==> config.mk <==
export PLATFORM = sky130hd
export DESIGN_NAME = mac_lane_feeder
export DESIGN_NICKNAME = d
export VERILOG_FILES = /design/src/rtl/mac_lane_feeder.sv
export SDC_FILE = /design/constraint.sdc
export NUM_CORES = 1
export LEC_CHECK = 0
export CORE_MARGIN = 4
export CORE_UTILIZATION = 35
export DETAILED_ROUTE_END_ITERATION = 12
export SYNTH_ARGS = -nofsm -noshare
export SYNTH_HDL_FRONTEND = slang
export SYNTH_SLANG_ARGS = --single-unit
export TNS_END_PERCENT = 5
==> constraint.sdc <==
create_clock -name clk -period 8.4 [get_ports clk]
set_input_delay 1.26 -clock clk [delete_from_list [all_inputs] [get_ports clk]]
set_output_delay 1.26 -clock clk [all_outputs]
set_load 0.01 [all_outputs]
==> src/rtl/mac_lane_feeder.sv <==
// Operand feeder for mac_lane: packs a serial activation/weight stream into
// 16-wide vectors, issues each for one cycle, then drains and clears the lane.
module mac_lane_feeder #(
  parameter int IL    = 8,
  parameter int FL    = 12,
  parameter int DRAIN = 8
) (
  input  logic             clk,
  input  logic             reset,
  input  logic             in_valid,
  output logic             in_ready,
  input  logic [IL+FL-1:0] in_i,
  input  logic [IL+FL-1:0] in_w,
  input  logic             in_last,
  output logic [IL+FL-1:0] i_0,  i_1,  i_2,  i_3,
  output logic [IL+FL-1:0] i_4,  i_5,  i_6,  i_7,
  output logic [IL+FL-1:0] i_8,  i_9,  i_10, i_11,
  output logic [IL+FL-1:0] i_12, i_13, i_14, i_15,
  output logic [IL+FL-1:0] w_0,  w_1,  w_2,  w_3,
  output logic [IL+FL-1:0] w_4,  w_5,  w_6,  w_7,
  output logic [IL+FL-1:0] w_8,  w_9,  w_10, w_11,
  output logic [IL+FL-1:0] w_12, w_13, w_14, w_15,
  output logic             issue,
  output logic             result_valid,
  output logic             lane_rst,
  output logic             busy
);

  localparam int W  = IL + FL;
  localparam int DW = $clog2(DRAIN + 1);

  typedef enum logic [1:0] {
    S_FILL,
    S_ISSUE,
    S_DRAIN
  } state_t;

  state_t          r_state;
  state_t          w_next;
  logic [3:0]      r_cnt;
  logic [W-1:0]    r_act [16];
  logic [W-1:0]    r_wgt [16];
  logic            r_last;
  logic [DW-1:0]   r_drain;

  logic            w_rdy;
  logic            w_iss;
  logic            w_done;
  logic            w_accept;
  logic            w_complete;
  logic [W-1:0]    w_iv [16];
  logic [W-1:0]    w_wv [16];

  always_ff @(posedge clk) begin
    if (reset) r_state <= S_FILL;
    else       r_state <= w_next;
  end

  always_comb begin
    w_next = r_state;
    w_rdy  = 1'b0;
    w_iss  = 1'b0;
    w_done = 1'b0;
    unique case (r_state)
      S_FILL: begin
        w_rdy = 1'b1;
        if (in_valid && (r_cnt == 4'd15 || in_last))
          w_next = S_ISSUE;
      end
      S_ISSUE: begin
        w_iss  = 1'b1;
        w_next = r_last ? S_DRAIN : S_FILL;
      end
      S_DRAIN: begin
        if (r_drain == '0) begin
          w_done = 1'b1;
          w_next = S_FILL;
        end
      end
      default: w_next = S_FILL;
    endcase
  end

  // Outputs come from registered state only; reset forces them low.
  assign in_ready     = w_rdy  & ~reset;
  assign issue        = w_iss  & ~reset;
  assign result_valid = w_done & ~reset;
  assign lane_rst     = w_done & ~reset;
  assign busy         = ~reset &
                        ~(r_state == S_FILL && r_cnt == 4'd0);

  assign w_accept   = in_valid & in_ready;
  assign w_complete = w_accept & (r_cnt == 4'd15 || in_last);

  always_ff @(posedge clk) begin
    if (reset) begin
      r_cnt   <= '0;
      r_last  <= 1'b0;
      r_drain <= '0;
      for (int k = 0; k < 16; k++) begin
        r_act[k] <= '0;
        r_wgt[k] <= '0;
      end
    end else begin
      if (w_accept) begin
        r_cnt  <= r_cnt + 4'd1;
        r_last <= in_last;
        for (int k = 0; k < 16; k++) begin
          if (k == int'(r_cnt)) begin
            r_act[k] <= in_i;
            r_wgt[k] <= in_w;
          end else if (w_complete && k > int'(r_cnt)) begin
            r_act[k] <= '0;
            r_wgt[k] <= '0;
          end
        end
      end
      if (r_state == S_ISSUE) begin
        r_cnt <= '0;
        for (int k = 0; k < 16; k++) begin
          r_act[k] <= '0;
          r_wgt[k] <= '0;
        end
        if (r_last) r_drain <= DW'(DRAIN - 1);
      end
      if (r_state == S_DRAIN) begin
        if (r_drain == '0) r_last  <= 1'b0;
        else               r_drain <= r_drain - 1'b1;
      end
    end
  end

  // Idle cycles present zeros so the lane accumulator holds.
  always_comb begin
    for (int k = 0; k < 16; k++) begin
      w_iv[k] = issue ? r_act[k] : '0;
      w_wv[k] = issue ? r_wgt[k] : '0;
    end
  end

  assign i_0  = w_iv[0];
  assign i_1  = w_iv[1];
  assign i_2  = w_iv[2];
  assign i_3  = w_iv[3];
  assign i_4  = w_iv[4];
  assign i_5  = w_iv[5];
  assign i_6  = w_iv[6];
  assign i_7  = w_iv[7];
  assign i_8  = w_iv[8];
  assign i_9  = w_iv[9];
  assign i_10 = w_iv[10];
  assign i_11 = w_iv[11];
  assign i_12 = w_iv[12];
  assign i_13 = w_iv[13];
  assign i_14 = w_iv[14];
  assign i_15 = w_iv[15];
  assign w_0  = w_wv[0];
  assign w_1  = w_wv[1];
  assign w_2  = w_wv[2];
  assign w_3  = w_wv[3];
  assign w_4  = w_wv[4];
  assign w_5  = w_wv[5];
  assign w_6  = w_wv[6];
  assign w_7  = w_wv[7];
  assign w_8  = w_wv[8];
  assign w_9  = w_wv[9];
  assign w_10 = w_wv[10];
  assign w_11 = w_wv[11];
  assign w_12 = w_wv[12];
  assign w_13 = w_wv[13];
  assign w_14 = w_wv[14];
  assign w_15 = w_wv[15];

endmodule

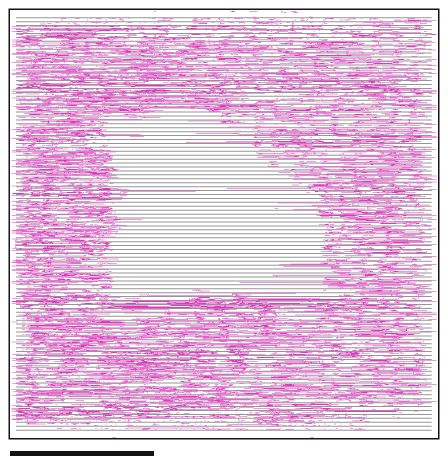
Figure 1: run 1, M1 wires.
Scale bar: 100 µm. Supply wires on this layer in grey.
- nets with wire on the layer: 3055
- longest straight run: 80.0 µm
- share of all routed wire: 40%
met1 usage: 0.331
final WL: 118000 µm
DR vias: 25000

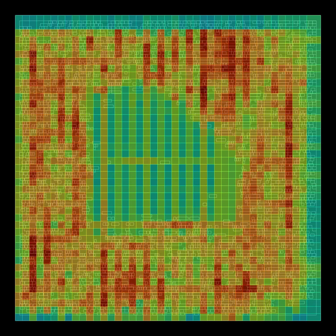
Figure 2: run 1, routing congestion.
post-layout util: 0.471
busiest layer in global routing: met2

==> flow_summary.toml, run 1 <==
# synthesis and place-and-route metrics
[synth]
ys.flops = 651
synth_chip_area_mm2 = 0.0291
ff_type = "dfxtp_1"
syn_area_per_cell_um2 = 9.96
fp_nets = 2973

[power_and_ir_drop]
power_density_mw_per_mm2 = 185
p_leak_nw = 15.7
power_mw = 7.18

[global_routing]
antenna_found_initial = 13
grt_max_degree = 313
grt_use_met2 = 0.395
grt_pass1_wl_um = 166000
grt_pass1_vias = 23500

[critical_path]
max_stage_delay_ns = 0.89
critPathBufInv = 4
crit_start = "reset"
crit_arrival_ns = 4.81
r2r_start = "r_cnt[2]"
cp.required_ns = 7.14
cp-endpoint = "w_5[15]"

[routing]
ant_nets = 0

[finish]
combGateArea_mm2 = 0.0114
final_cells = 4494
seqCellArea_mm2 = 0.0162
fill_cells = 7631

[clock_network]
htree_levels = 3
path_clk_slew_ns = 0.06

[timing]
fin_ws_ns = 2.33
fmax_mhz = 165
worst_pin_slew_ns = 1.29
slew_violations = 0
holdWs_ns = 0.469
hold_viol = 0

[place]
dp.cells = 4354

[run_status]
status = "finished clean"

[flow_run]
maxCapViolations = 0

[die]
die-area_mm2 = 0.0879
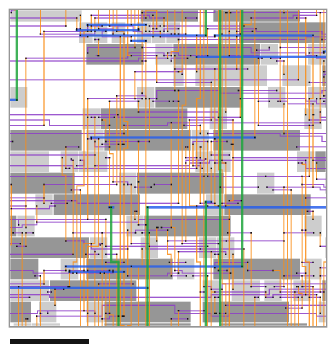
Figure 3: run 1, close-up of the layout.
Scale bar: 10 µm. Window x 202 to 242, y 54 to 94 µm. Cells in grey, sequential cells in the stronger grey; small squares are vias.
- green: met4
- orange: met2
- blue: met3
- purple: met1
- netlist names of flops here include: `r_act` (20), `r_wgt` (1)
- most frequent: and2_1 (20), edfxtp_1 (19), and3_1 (15)
- sequential cells in the window: 21
- cells with their middle in the window: 70

run 1: cells by family after synthesis:
| kind of cell | after synthesis | share of synthesized area |
|---|---|---|
| AND/OR/NAND/NOR | 1273 | 0.263 |
| flip-flops | 651 | 0.558 |
| AND-OR/OR-AND | 600 | 0.121 |
| adder cells (fa/ha/maj) | 6 | 0.00258 |
| XOR/XNOR | 1 | 0.000301 |
| buffers and inverters | 392 | 0.0558 |
run 1: layer usage:
metal  vias up  routed length (µm)
li1      11400                   -
met1     12200               47500
met2      1233               53000
met3       209               12600
met4         8                4350
met5         -                  57
run 1: cells in the final DEF (no fill, tap or decap), types with 6 or more instances in the layout:
cell and count:
clkdlybuf4s50_1 686, and3_1 644, dfxtp_1 331, and2_1 321, edfxtp_1 320, nand3_1 247
o21ai_0 245, a21oi_1 245, clkbuf_16 75, buf_4 52, a22o_1 40, a32o_1 40
clkbuf_1 16, clkinv_2 15, nand2_1 8, clkbuf_8 8, diode_2 7, inv_1 7
ha_1 6, clkinv_1 6
run 1: where the power goes:
part,switching (mW),internal [mW]
registers,0.0328,3.44
logic,0.379,0.0979
clock network,1.36,1.88
total,1.77,5.42
run 1: worst register-to-register path: stages, from the launching register on:
cell	delay [ns]
dfxtp_1	0.65
nor3b_1	0.76
and3_2	0.90
nand2b_2	0.26
buf_4	0.52
run 1: worst min-delay path by stage:
stage / start / endpoint / slack, ns / depth (start not counted)
3_5_place_dp: r_wgt[1][23] / r_wgt[1][23] / 0.45 / 1
4_1_cts: r_wgt[1][73] / r_wgt[1][73] / 0.47 / 2
5_1_grt: r_wgt[1][73] / r_wgt[1][73] / 0.49 / 2
6_report: r_act[1][35] / r_act[1][35] / 0.47 / 1
2_1_floorplan: r_act[1][20] / r_act[1][20] / 0.44 / 1
3_3_place_gp: r_wgt[1][23] / r_wgt[1][23] / 0.45 / 1
run 1: layout make-up:
| class | count | share of cell area |
|---|---|---|
| inverter | 8 | 0.000968 |
| clock buffer | 99 | 0.0528 |
| antenna | 7 | 0.000452 |
| sequential | 651 | 0.419 |
| clock inverter | 34 | 0.00920 |
| multi-input combinational | 1880 | 0.293 |
| timing repair buffer | 745 | 0.190 |
| tap | 1070 | 0.0345 |
run 1: registers in the layout (all words and copies together) (netlist names):
signal	flops
r_last	1
r_drain	4
r_act	320
r_cnt	4
r_wgt	320
r_state	2
run 1: Yosys cell counts (5+ instances only):
cell type | instances | area [µm²]
a21oi_1 | 245 | 1230
a22o_1 | 40 | 350
a32o_1 | 40 | 400
and2_1 | 321 | 2010
and3_1 | 649 | 4060
buf_2 | 21 | 105
buf_6 | 15 | 169
clkbuf_1 | 342 | 1280
dfxtp_1 | 331 | 6630
edfxtp_1 | 320 | 9610
ha_1 | 6 | 75.1
inv_1 | 7 | 26.3
nand2_1 | 9 | 33.8
nand2b_1 | 5 | 31.3
nand3_1 | 251 | 1260
nor2_1 | 6 | 22.5
nor2b_1 | 6 | 37.5
o21ai_0 | 245 | 1230
==> run 1 -> run 2 <==
- clock period: 8.4 -> 5.1 ns (I/O delays scaled with it)
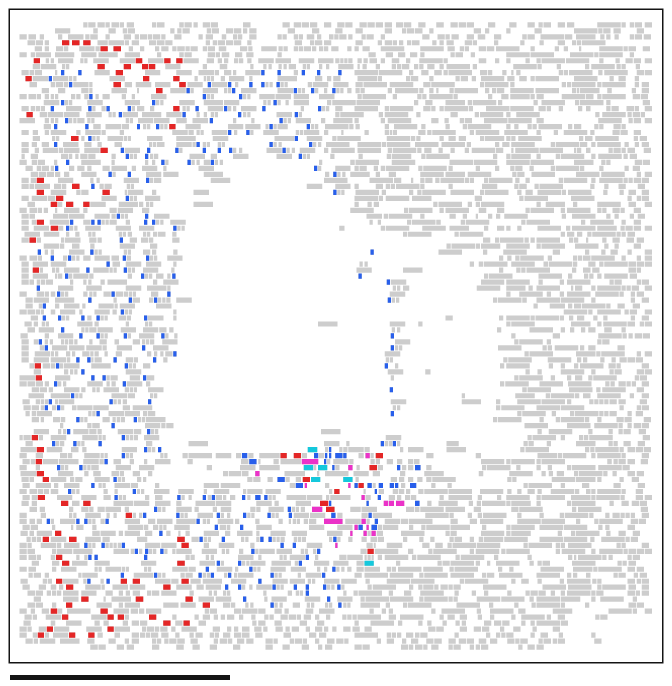
Figure 4: run 2, selected gate families.
Scale bar: 100 µm.
- magenta: NOR gates (cells 19; where bottom middle)
- red: AND-OR and OR-AND gates (cells 90)
- cyan: adder and majority cells (cells 6; most used ha_1)
- blue: NAND gates (cells 271; most used nand3_1)

==> run 2 against run 1 <==
Clock-buffer cell count is 2 higher; area after synthesis is the same; total power rose by 64%; final area up 0.33%; routed wire length is 0.13% lower; global-route usage fell by 0.072 points; sequential share of layout area is 0.14 points lower; critical path depth increased by 1.
==> flow_summary.toml, run 2 <==
# synthesis and place-and-route metrics
[run_status]
status = "finished clean"

[power_and_ir_drop]
power_density_mw_per_mm2 = 303
internal-power_mw = 8.90
power_frac_seq = 0.485
share_comb_of_total_power = 0.067
power_switching_mw = 2.89

[synth]
synthTopLogicFamily = "simple AND/OR/NAND/NOR gates"
adder_share = 0.00258
synth_top_cell_by_area = "edfxtp_1"
fp_nets = 2973
simple_gate_area_frac = 0.263
mux_share = 0
syn_area_per_cell_um2 = 9.96
synth_chip_area_mm2 = 0.0291

[finish]
lay_top_count = "clkdlybuf4s50_1"
final_util = 0.473
reg_top3 = "r_act: 320 flops, r_wgt: 320 flops"

[timing]
fmax_mhz = 246
hold_viol = 0
worst_pin_slew_ns = 1.23

[global_routing]
grt_pass1_wl_um = 166000
grt_pass1_vias = 23400

[critical_path]
crit_arrival_ns = 3.29
cp.required_ns = 4.34
cp-endpoint = "w_1[14]"

[routing]
routed_wl_um = 117000

[clock_network]
path_clk_slew_ns = 0.05

[die]
die-area_mm2 = 0.0879
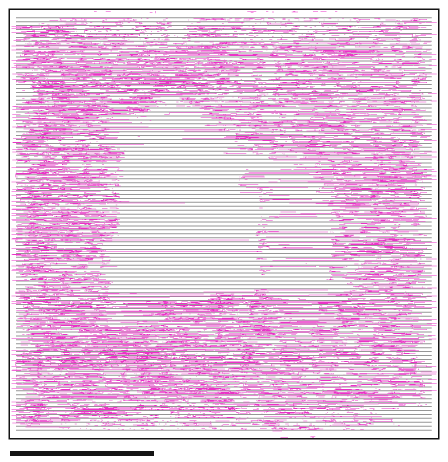
Figure 5: run 2, M1 wires.
Scale bar: 100 µm. Supply wires on this layer in grey.
- wire length on this layer: 49.1 mm
- nets with wire on the layer: 3098
- longest straight run: 109 µm
- share of all routed wire: 42%

[run 2: cell counts after synthesis]
No cell type changed its count.
[run 2: stage by stage]
step / hold WS [ns] / cells / power [mW] / cell area (µm²) / setup slack, ns
final: 0.469 / 4499 / 11.8 / 38900 / 1.04
after detailed placement: 0.455 / 4368 / 6.62 / 36500 / 1.07
after global placement: 0.454 / 4368 / 6.62 / 36500 / 1.10
after floorplan: 0.441 / 2923 / 6.18 / 29100 / 1.28
after CTS: 0.470 / 4495 / 11.9 / 38900 / 1.06
after global routing: 0.482 / 4495 / 12.1 / 38900 / 0.962
[run 2: worst max-delay path: stages]
cell             delay (ns)
clkdlybuf4s50_1        0.48
buf_4                  0.26
inv_8                  0.44
buf_12                 0.39
and3_1                 0.32
clkdlybuf4s50_1        0.57
[run 2: cells by family after synthesis]
group                      after synthesis
DFF                                    651
xor gates and xnor gates                 1
buffers and inverters                  392
and+or+nand+nor                       1273
AOI/OAI and AO/OA                      600
adders and majority gates                6
[run 2: final cells by class]
cell class	count	area, µm²
multi-input cells	1880	11400
repair buffers	759	7530
well taps	1070	1340
flip-flops and latches	651	16200
clock buffers	101	2080
inverters	8	37.5
clock inverters	26	297
fillers	7641	43300
diodes	4	10.0
[run 2: power groups by stage]
stage	Clock [mW]	Combinational, mW	Sequential [mW]
global route	5.57	0.831	5.73
detailed placement	0	0.789	5.84
CTS	5.36	0.790	5.72
finish	5.27	0.792	5.72
floorplan	0	0.387	5.80
global placement	0	0.789	5.83
[run 2: worst min path at each step]
stage             startpoint       endpoint  slack, ns
2_1_floorplan   r_act[1][20]   r_act[1][20]       0.44
3_3_place_gp    r_wgt[1][33]   r_wgt[1][33]       0.45
3_5_place_dp    r_act[1][36]   r_act[1][36]       0.46
4_1_cts         r_act[1][58]   r_act[1][58]       0.47
5_1_grt         r_act[1][20]   r_act[1][20]       0.48
6_report       r_act[1][125]  r_act[1][125]       0.47
[run 2: routing by layer]
layer / global-route usage / vias up / share of wire
li1: - / 11400 / -
met1: 0.339 / 12200 / 0.42
met2: 0.400 / 1174 / 0.46
met3: 0.0710 / 170 / 0.099
met4: 0.0774 / 2 / 0.028
met5: 0 / - / 0.00011
Power figures rest on the tool's default switching activity, not on a simulated workload.
